Figure 1. Metal layers overlaid.
Scale bar: 20 um. Only two layers are drawn.
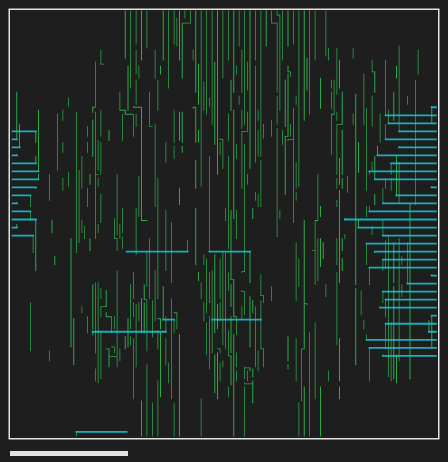
Figure 2. Wire density map.
Scale bar: 20 um. 15 x 15 tiles, from black (low) to pale yellow (high), scaled to the fullest tile. Values are wire area over tile area, all layers added.
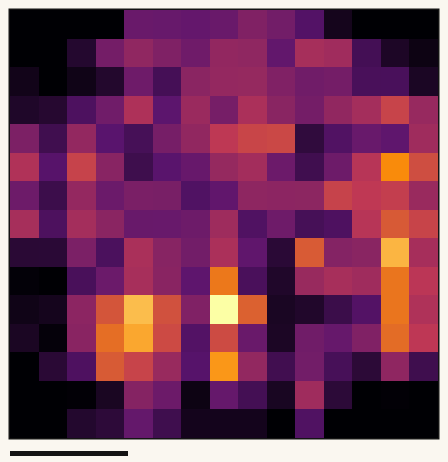
Figure 3. Cell placement.
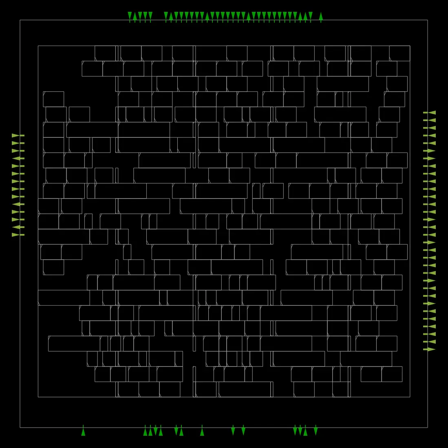
[src/rtl/rx_share_pkg.sv]
// Shared types and constants for the receiver-sharing arbiter.
// Watchdog constants are used only when RX_SHARE_ARB_TIMEOUT_EN is defined.
package rx_share_pkg;

  typedef enum logic [1:0] {
    IDLE    = 2'd0,
    SEND    = 2'd1,
    ACK     = 2'd2,
    RELEASE = 2'd3
  } state_t;

  localparam int DATA_W_DEF  = 16;
  localparam int TIMEOUT_MAX = 15;
  localparam int WDOG_W      = 4;

endpackage

[src/rtl/rr_priority_pick.sv]
// Combinational round-robin pick: first set request found searching upward
// from i_rr_ptr, with wrap. i_rr_ptr must lie in 0..N_REQ-1.
module rr_priority_pick #(
  parameter int N_REQ = 4,
  parameter int IDX_W = 2
) (
  input  logic [N_REQ-1:0] i_req,
  input  logic [IDX_W-1:0] i_rr_ptr,
  output logic             o_valid,
  output logic [IDX_W-1:0] o_idx
);

  localparam int SW = IDX_W + 1;

  logic [SW-1:0]    w_sum [N_REQ];
  logic [IDX_W-1:0] w_pos [N_REQ];

  // w_pos[k] is the requester k places after the pointer; sum stays below 2*N_REQ
  genvar gi;
  generate
    for (gi = 0; gi < N_REQ; gi++) begin : g_pos
      assign w_sum[gi] = {1'b0, i_rr_ptr} + SW'(gi);
      assign w_pos[gi] = (w_sum[gi] >= SW'(N_REQ)) ? IDX_W'(w_sum[gi] - SW'(N_REQ))
                                                    : IDX_W'(w_sum[gi]);
    end
  endgenerate

  // Scan from the farthest offset down so the nearest set request wins.
  always_comb begin
    o_valid = 1'b0;
    o_idx   = '0;
    for (int off = N_REQ - 1; off >= 0; off--) begin
      if (i_req[w_pos[off]]) begin
        o_valid = 1'b1;
        o_idx   = w_pos[off];
      end
    end
  end

endmodule

[src/rtl/rx_share_arbiter.sv]
// Round-robin share of one four-phase receiver channel among N_REQ senders.
// Define RX_SHARE_ARB_TIMEOUT_EN to add a SEND watchdog and TimeoutErr output.
module rx_share_arbiter
  import rx_share_pkg::*;
#(
  parameter int N_REQ  = 4,
  parameter int DATA_W = DATA_W_DEF,
  parameter int IDX_W  = 2
) (
  input  logic                    clk,
  input  logic                    Reset,
  input  logic [N_REQ-1:0]        ReqIn,
  input  logic [N_REQ*DATA_W-1:0] DataBus,
  output logic [N_REQ-1:0]        AckOut,
  output logic                    RxRequest,
  output logic [DATA_W-1:0]       RxData,
  input  logic                    RxAck,
  output logic [IDX_W-1:0]        GrantIdx,
  output logic                    Busy
`ifdef RX_SHARE_ARB_TIMEOUT_EN
  ,
  output logic                    TimeoutErr
`endif
);

  state_t             r_state;
  logic [IDX_W-1:0]   r_rr_ptr;
  logic [IDX_W-1:0]   r_grant;
  logic [DATA_W-1:0]  r_rx_data;
  logic               r_rx_req;
  logic [N_REQ-1:0]   r_ack_out;
`ifdef RX_SHARE_ARB_TIMEOUT_EN
  logic [WDOG_W-1:0]  r_wdog;
  logic               r_timeout;
`endif

  logic [DATA_W-1:0]  w_slice [N_REQ];
  logic               w_pick_valid;
  logic [IDX_W-1:0]   w_pick_idx;
  logic [IDX_W-1:0]   w_next_ptr;

  genvar gi;
  generate
    for (gi = 0; gi < N_REQ; gi++) begin : g_slice
      assign w_slice[gi] = DataBus[gi*DATA_W +: DATA_W];
    end
  endgenerate

  rr_priority_pick #(
    .N_REQ (N_REQ),
    .IDX_W (IDX_W)
  ) u_pick (
    .i_req    (ReqIn),
    .i_rr_ptr (r_rr_ptr),
    .o_valid  (w_pick_valid),
    .o_idx    (w_pick_idx)
  );

  assign w_next_ptr = (r_grant == IDX_W'(N_REQ - 1)) ? '0 : r_grant + 1'b1;

  always_ff @(posedge clk or posedge Reset) begin
    if (Reset) begin
      r_state   <= IDLE;
      r_rr_ptr  <= '0;
      r_grant   <= '0;
      r_rx_data <= '0;
      r_rx_req  <= 1'b0;
      r_ack_out <= '0;
`ifdef RX_SHARE_ARB_TIMEOUT_EN
      r_wdog    <= '0;
      r_timeout <= 1'b0;
`endif
    end else begin
      r_ack_out <= '0;
`ifdef RX_SHARE_ARB_TIMEOUT_EN
      r_timeout <= 1'b0;
`endif
      case (r_state)
        IDLE: begin
          if (w_pick_valid) begin
            r_grant   <= w_pick_idx;
            r_rx_data <= w_slice[w_pick_idx];
            r_rx_req  <= 1'b1;
            r_state   <= SEND;
`ifdef RX_SHARE_ARB_TIMEOUT_EN
            r_wdog    <= '0;
`endif
          end
        end
        SEND: begin
          if (RxAck) begin
            r_rx_req  <= 1'b0;
            r_ack_out <= N_REQ'(1) << r_grant;
            r_state   <= ACK;
          end
`ifdef RX_SHARE_ARB_TIMEOUT_EN
          // Give up on the 15th SEND cycle without an ack; no AckOut is issued.
          else if (r_wdog == WDOG_W'(TIMEOUT_MAX - 1)) begin
            r_rx_req  <= 1'b0;
            r_timeout <= 1'b1;
            r_rr_ptr  <= w_next_ptr;
            r_state   <= RELEASE;
          end else begin
            r_wdog <= r_wdog + 1'b1;
          end
`endif
        end
        ACK: begin
          r_rr_ptr <= w_next_ptr;
          r_state  <= RELEASE;
        end
        RELEASE: begin
          // Both sides must finish the return-to-zero phase before a new grant.
          if (!ReqIn[r_grant] && !RxAck) r_state <= IDLE;
        end
        default: r_state <= IDLE;
      endcase
    end
  end

  assign AckOut     = r_ack_out;
  assign RxRequest  = r_rx_req;
  assign RxData     = r_rx_data;
  assign GrantIdx   = r_grant;
  assign Busy       = (r_state != IDLE);
`ifdef RX_SHARE_ARB_TIMEOUT_EN
  assign TimeoutErr = r_timeout;
`endif

endmodule

[config.mk]
export PLATFORM = sky130hd
export DESIGN_NAME = rx_share_arbiter
export DESIGN_NICKNAME = d
export VERILOG_FILES = /design/src/rtl/rx_share_pkg.sv /design/src/rtl/rr_priority_pick.sv /design/src/rtl/rx_share_arbiter.sv
export SDC_FILE = /design/constraint.sdc
export NUM_CORES = 1
export LEC_CHECK = 0
export CAP_MARGIN = 10
export CORE_MARGIN = 3
export CORE_UTILIZATION = 38
export DETAILED_ROUTE_END_ITERATION = 12
export PLACE_DENSITY = 0.8
export SLEW_MARGIN = 20
export SYNTH_ARGS = -nofsm -noshare
export SYNTH_HDL_FRONTEND = slang
export SYNTH_SLANG_ARGS = --single-unit
[constraint.sdc]
create_clock -name clk -period 1.93 [get_ports clk]
set_clock_uncertainty 0.05 [all_clocks]
set_input_delay 0.193 -clock clk [delete_from_list [all_inputs] [get_ports clk]]
set_output_delay 0.193 -clock clk [all_outputs]
set_load 0.01 [all_outputs]
==> results.txt <==
Outcome = finished clean
Count of library flops with an enable pin = 0
Seq pwr share = 0.288
OpenROAD warning count = 33
Number of DRC markers in iteration 0 = 48
Seq cells post-synth = 27
Crit end category = flip-flop
Number of instances in the placed design = 308
Met3 routed wirelength = 345 um
Cell-internal power = 0.00211 W
Final-layout non-clock buffer area share = 0.393
Post-synth top cells = sky130_fd_sc_hd__mux2i_1, sky130_fd_sc_hd__dfrtp_1, sky130_fd_sc_hd__nand2_1, sky130_fd_sc_hd__o221ai_1, sky130_fd_sc_hd__ha_1
Instance count on the critical path = 6
Cell area after technology mapping = 1690 um^2
Share of synthesized cell area in and-or and or-and compound cells = 0.146
Number of iterations in the first detailed-routing pass = 4
Number of antenna diodes = 0
Fraction of registers with async set or reset after synthesis = 1.00
Number of H-tree levels = 1
Sw Share = 0.372
Largest fanout on the critical path = 4
Worst Reg-to-Reg Cells = 6
Most area-hungry cell class in the final design = non-clock buffers
Dominant comb cell = multiplexers
Overflow after GRT = 0
Critical path start-end classification = in -> reg
Reg-to-reg critical path startpoint = r_rr_ptr[1]
Notes on Figure 1 above:
| color | layer | wire length |
|---|---|---|
| green | M2 | 2400 um |
| cyan | M3 | 346 um |
overall routing resource usage: 0.183
overall routed net length: 4.72 mm
routed vias: 1575

Notes on Figure 2 above:
densest ninth of the die: east
tiles over half the peak: 14%
nearly empty tiles: 12%
emptiest ninth of the die: north-west

Notes on Figure 3 above:
flop share of the area: 0.238
tally of non-filler cells in the final layout: 313
number of fillers in the final layout: 326
Tapcell Cnt: 50

No activity file was given, so power comes from the tool's default toggle rates.
